--- config.mk ---
export PLATFORM = sky130hd
export DESIGN_NAME = counter_sequencer_flat
export DESIGN_NICKNAME = d
export VERILOG_FILES = /design/src/rtl/counter_sequencer_pkg.sv /design/src/rtl/counter_sequencer_if.sv /design/src/rtl/counter_sequencer_core.sv /design/src/rtl/counter_sequencer.sv /design/src/flat_wrapper.sv
export SDC_FILE = /design/constraint.sdc
export NUM_CORES = 1
export LEC_CHECK = 0
export ABC_AREA = 1
export CORE_MARGIN = 5
export CORE_UTILIZATION = 45
export CTS_CLUSTER_SIZE = 10
export DETAILED_ROUTE_END_ITERATION = 8
export DONT_BUFFER_PORTS = 1
export PLACE_DENSITY = 0.57
export REMOVE_ABC_BUFFERS = 1
export SLEW_MARGIN = 20
export SYNTH_ARGS = -nofsm -noshare
export SYNTH_HDL_FRONTEND = slang
export SYNTH_HIERARCHICAL = 1
export SYNTH_SLANG_ARGS = --single-unit
--- constraint.sdc ---
create_clock -name clk -period 4.95 [get_ports clk]
set_input_delay 0.495 -clock clk [delete_from_list [all_inputs] [get_ports clk]]
set_output_delay 0.495 -clock clk [all_outputs]
set_load 0.01 [all_outputs]
--- src/rtl/counter_sequencer_pkg.sv ---
// counter_sequencer_pkg
//   Shared definitions for the counter run-control block: run-state encoding,
//   default datapath width and terminal count, and a helper that sizes the
//   prescaler register from the PRESCALE parameter.
package counter_sequencer_pkg;

    localparam int SEQ_WIDTH         = 10;
    localparam int SEQ_DEFAULT_LIMIT = 999;

    typedef enum logic [1:0] {
        ST_IDLE  = 2'd0,
        ST_RUN   = 2'd1,
        ST_PAUSE = 2'd2,
        ST_DONE  = 2'd3
    } seq_state_e;

    // Bits needed to count 0..prescale-1; a prescale of 1 still gets one bit.
    function automatic int presc_width(input int prescale);
        if (prescale > 1) begin
            return $clog2(prescale);
        end else begin
            return 1;
        end
    endfunction

endpackage

--- src/rtl/counter_sequencer_if.sv ---
// counter_sequencer_if
//   Control/status bundle between the board-level controller (master) and the
//   counter sequencer (slave).
//   master drives : cfg_valid, cfg_limit, cfg_periodic, start, stop, hold
//   slave drives  : cfg_ready, q, wrap, busy, done
interface counter_sequencer_if
    import counter_sequencer_pkg::*;
#(
    parameter int WIDTH = SEQ_WIDTH
);
    logic             cfg_valid;
    logic             cfg_ready;
    logic [WIDTH-1:0] cfg_limit;
    logic             cfg_periodic;
    logic             start;
    logic             stop;
    logic             hold;
    logic [WIDTH-1:0] q;
    logic             wrap;
    logic             busy;
    logic             done;

    modport master (
        output cfg_valid, cfg_limit, cfg_periodic, start, stop, hold,
        input  cfg_ready, q, wrap, busy, done
    );

    modport slave (
        input  cfg_valid, cfg_limit, cfg_periodic, start, stop, hold,
        output cfg_ready, q, wrap, busy, done
    );
endinterface

--- src/rtl/counter_sequencer_core.sv ---
// count_core
//   WIDTH-bit up counter that returns to zero after reaching limit.
//   clk      in   clock, rising edge
//   reset    in   asynchronous active-low reset (q -> 0)
//   clr      in   synchronous clear to zero (wins over en)
//   en       in   advance one step this cycle
//   limit    in   terminal count
//   q        out  registered count
//   at_limit out  combinational q == limit
module count_core
    import counter_sequencer_pkg::*;
#(
    parameter int WIDTH = SEQ_WIDTH
) (
    input  logic             clk,
    input  logic             reset,
    input  logic             clr,
    input  logic             en,
    input  logic [WIDTH-1:0] limit,
    output logic [WIDTH-1:0] q,
    output logic             at_limit
);
    localparam logic [WIDTH-1:0] ONE = WIDTH'(1);

    logic [WIDTH-1:0] q_q;
    logic [WIDTH-1:0] q_d;

    // The equality test (not an overflow) decides the wrap, so an all-ones
    // limit behaves like any other.
    assign at_limit = (q_q == limit);
    assign q        = q_q;

    // Next count: clear, step/wrap, or hold.
    always_comb begin
        q_d = q_q;
        if (clr) begin
            q_d = '0;
        end else if (en) begin
            if (at_limit) begin
                q_d = '0;
            end else begin
                q_d = q_q + ONE;
            end
        end else begin
            q_d = q_q;
        end
    end

    // Count register.
    always_ff @(posedge clk or negedge reset) begin
        if (!reset) begin
            q_q <= '0;
        end else begin
            q_q <= q_d;
        end
    end
endmodule

--- src/rtl/counter_sequencer.sv ---
// counter_sequencer
//   Run control for a WIDTH-bit counter: accepts a terminal count and mode over
//   a valid/ready handshake, then runs, pauses, stops and restarts the count.
//   Emits a one-cycle wrap pulse at each terminal step and a sticky done flag
//   when a one-shot run completes.
//   clk    in  clock, rising edge
//   reset  in  asynchronous active-low reset
//   bus    slave modport: cfg_valid/cfg_ready/cfg_limit/cfg_periodic,
//          start/stop/hold controls; q/wrap/busy/done status
module counter_sequencer
    import counter_sequencer_pkg::*;
#(
    parameter int WIDTH         = SEQ_WIDTH,
    parameter int DEFAULT_LIMIT = SEQ_DEFAULT_LIMIT,
    parameter int PRESCALE      = 1
) (
    input  logic                clk,
    input  logic                reset,
    counter_sequencer_if.slave  bus
);
    localparam int               PW         = presc_width(PRESCALE);
    localparam logic [PW-1:0]    PRESC_LAST = PW'(PRESCALE - 1);
    localparam logic [PW-1:0]    PRESC_ONE  = PW'(1);
    localparam logic [WIDTH-1:0] LIMIT_RST  = WIDTH'(DEFAULT_LIMIT);

    seq_state_e       state_q;
    logic [WIDTH-1:0] limit_q;
    logic             periodic_q;
    logic [PW-1:0]    presc_q;
    logic             wrap_q;
    logic             busy_q;
    logic             done_q;
    logic             cfg_ready_q;

    logic             cfg_fire_s;
    logic             core_clr_s;
    logic             core_en_s;
    logic             at_limit_s;
    logic [WIDTH-1:0] q_s;

    assign cfg_fire_s = bus.cfg_valid && cfg_ready_q;

    // Counter datapath controls: clear on stop or run entry; step only on a
    // prescaler tick in RUN, except the final one-shot step where q holds.
    always_comb begin
        core_clr_s = 1'b0;
        core_en_s  = 1'b0;
        if (bus.stop) begin
            core_clr_s = 1'b1;
        end else begin
            case (state_q)
                ST_IDLE, ST_DONE: core_clr_s = bus.start;
                ST_RUN:           core_en_s  = !bus.hold && (presc_q == PRESC_LAST)
                                               && (periodic_q || !at_limit_s);
                default:          core_en_s  = 1'b0;
            endcase
        end
    end

    count_core #(
        .WIDTH (WIDTH)
    ) u_core (
        .clk      (clk),
        .reset    (reset),
        .clr      (core_clr_s),
        .en       (core_en_s),
        .limit    (limit_q),
        .q        (q_s),
        .at_limit (at_limit_s)
    );

    // Run-state FSM with config capture, prescaler and registered status flags.
    always_ff @(posedge clk or negedge reset) begin
        if (!reset) begin
            state_q     <= ST_IDLE;
            limit_q     <= LIMIT_RST;
            periodic_q  <= 1'b1;
            presc_q     <= '0;
            wrap_q      <= 1'b0;
            busy_q      <= 1'b0;
            done_q      <= 1'b0;
            cfg_ready_q <= 1'b1;
        end else begin
            wrap_q <= 1'b0;
            // Config is only ever ready outside RUN/PAUSE, so it never changes
            // the limit of a run in progress. A start in the same cycle
            // therefore runs with the new values.
            if (cfg_fire_s) begin
                limit_q    <= bus.cfg_limit;
                periodic_q <= bus.cfg_periodic;
                done_q     <= 1'b0;
            end
            if (bus.stop) begin
                state_q     <= ST_IDLE;
                presc_q     <= '0;
                busy_q      <= 1'b0;
                done_q      <= 1'b0;
                cfg_ready_q <= 1'b1;
            end else begin
                case (state_q)
                    ST_IDLE, ST_DONE: begin
                        if (bus.start) begin
                            state_q     <= ST_RUN;
                            presc_q     <= '0;
                            busy_q      <= 1'b1;
                            done_q      <= 1'b0;
                            cfg_ready_q <= 1'b0;
                        end
                    end
                    ST_RUN: begin
                        if (bus.hold) begin
                            // Prescaler phase is kept so the resume lands on the same beat.
                            state_q <= ST_PAUSE;
                        end else if (presc_q == PRESC_LAST) begin
                            presc_q <= '0;
                            if (at_limit_s) begin
                                wrap_q <= 1'b1;
                                if (!periodic_q) begin
                                    state_q     <= ST_DONE;
                                    busy_q      <= 1'b0;
                                    done_q      <= 1'b1;
                                    cfg_ready_q <= 1'b1;
                                end
                            end
                        end else begin
                            presc_q <= presc_q + PRESC_ONE;
                        end
                    end
                    ST_PAUSE: begin
                        if (!bus.hold) begin
                            state_q <= ST_RUN;
                        end
                    end
                    default: begin
                        state_q     <= ST_IDLE;
                        presc_q     <= '0;
                        busy_q      <= 1'b0;
                        cfg_ready_q <= 1'b1;
                    end
                endcase
            end
        end
    end

    assign bus.q         = q_s;
    assign bus.wrap      = wrap_q;
    assign bus.busy      = busy_q;
    assign bus.done      = done_q;
    assign bus.cfg_ready = cfg_ready_q;

endmodule
--- src/flat_wrapper.sv ---
// flat-port wrapper written by rule: the top's interface ports become plain ports
module counter_sequencer_flat import counter_sequencer_pkg::*;
#(
    parameter int WIDTH         = SEQ_WIDTH,
    parameter int DEFAULT_LIMIT = SEQ_DEFAULT_LIMIT,
    parameter int PRESCALE      = 1
)
  (clk, reset, bus_cfg_valid, bus_cfg_limit, bus_cfg_periodic, bus_start, bus_stop, bus_hold, bus_cfg_ready, bus_q, bus_wrap, bus_busy, bus_done);
  counter_sequencer_if #(.WIDTH(WIDTH)) bus_i ();
  input  logic clk;
  input  logic reset;
  input wire logic [$bits(bus_i.cfg_valid)-1:0] bus_cfg_valid;
  input wire logic [$bits(bus_i.cfg_limit)-1:0] bus_cfg_limit;
  input wire logic [$bits(bus_i.cfg_periodic)-1:0] bus_cfg_periodic;
  input wire logic [$bits(bus_i.start)-1:0] bus_start;
  input wire logic [$bits(bus_i.stop)-1:0] bus_stop;
  input wire logic [$bits(bus_i.hold)-1:0] bus_hold;
  output wire logic [$bits(bus_i.cfg_ready)-1:0] bus_cfg_ready;
  output wire logic [$bits(bus_i.q)-1:0] bus_q;
  output wire logic [$bits(bus_i.wrap)-1:0] bus_wrap;
  output wire logic [$bits(bus_i.busy)-1:0] bus_busy;
  output wire logic [$bits(bus_i.done)-1:0] bus_done;
  assign bus_i.cfg_valid = bus_cfg_valid;
  assign bus_i.cfg_limit = bus_cfg_limit;
  assign bus_i.cfg_periodic = bus_cfg_periodic;
  assign bus_i.start = bus_start;
  assign bus_i.stop = bus_stop;
  assign bus_i.hold = bus_hold;
  assign bus_cfg_ready = bus_i.cfg_ready;
  assign bus_q = bus_i.q;
  assign bus_wrap = bus_i.wrap;
  assign bus_busy = bus_i.busy;
  assign bus_done = bus_i.done;
  counter_sequencer #(.WIDTH(WIDTH), .DEFAULT_LIMIT(DEFAULT_LIMIT), .PRESCALE(PRESCALE)) u_core (.clk(clk), .reset(reset), .bus(bus_i));
endmodule
==> reports/metrics.yaml <==
finish:
  largestClassByArea: "logic gates"
  area.combinational_um2: 808
  comb_cells: 129
  sequential_cell_total: 27
synthesis:
  ys_area_mm2: 0.00161
  area_leaders: "dfrtp_1 26%, dfstp_2 16%, nand2_1 11%"
  top_logic_kind: "simple AND/OR/NAND/NOR gates"
  yosys-stat-cells: 184
flow_run:
  maxCapViolCount: 0
placed_design:
  dp_cells: 228
  placed_cell_area_mm2: 0.00165
detailed_routing:
  wl_met3_um: 198
  remaining_drc_errors: 0
  drt-met1-wl_um: 1390
  ant_nets: 0
  dr_wl_met2_um: 1600
  highest_layer: "met4"
  dr.first_iter.drc_count: 71
hold_path:
  hold_end: "u_core/limit_q[5]$_DFFE_PN1P_"
pwr:
  p_per_area_mw_per_mm2: 453
  clock_power_share: 0.127
sta:
  rsz0062_at_grt: "false"
  hold_viol: 0
  fmax_mhz: 426
  maxSlewHeadroom: 0.616
setup_path:
  critPathLaunchType: "flip-flop"
  reg2reg_to: "u_core/u_core/q[7]$_DFFE_PN0P_"
  crit_buf_inv: 4
  crit_path_end_kind: "flip-flop"
  cp.depth: 15
grt:
  grt_max_degree: 28
die:
  io_pins: 31
  n_tap_cell: 46
  fp-utilization: 0.475
run_status:
  status: "finished clean"
==> images/layer_met1.png <==
Supply wires on this layer in grey.
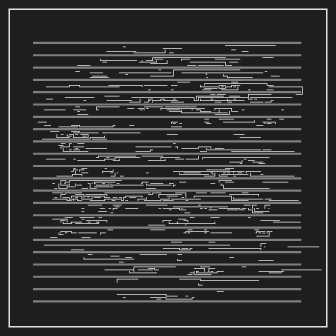
share of all routed wire: 43%
longest straight run: 40.9 um
wire length on this layer: 1390 um
DR vias: 1166
met1 usage: 0.173
Total Wirelength: 3210 um

==> images/layer_met2.png <==
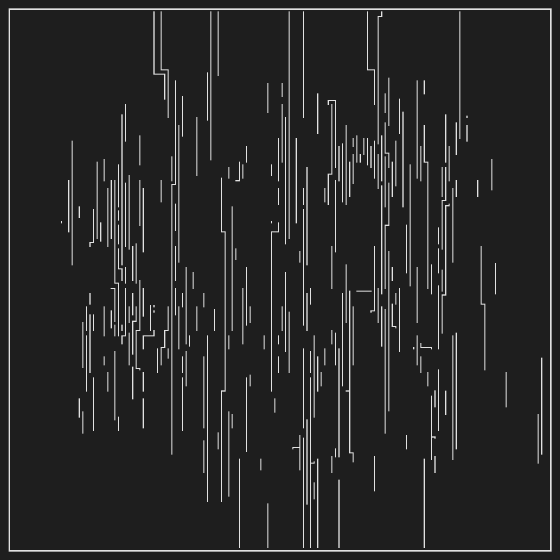
share of all routed wire: 50%
main direction: vertical
GR Util met2: 0.238

==> images/layer_met3.png <==
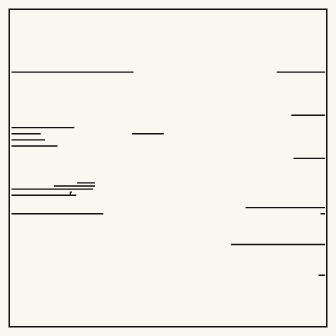
longest straight run: 26.7 um
nets with wire on the layer: 17
M3 GR Usage: 0.0333

==> images/clocks.png <==
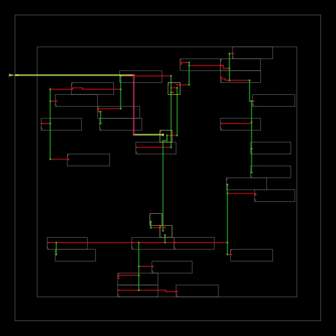
Clock Skew: 0.0143 ns
CLK BUF: 3
Clock Power: 98.6 uW
CTS buffer count: 3

Power figures rest on the tool's default switching activity, not on a simulated workload.
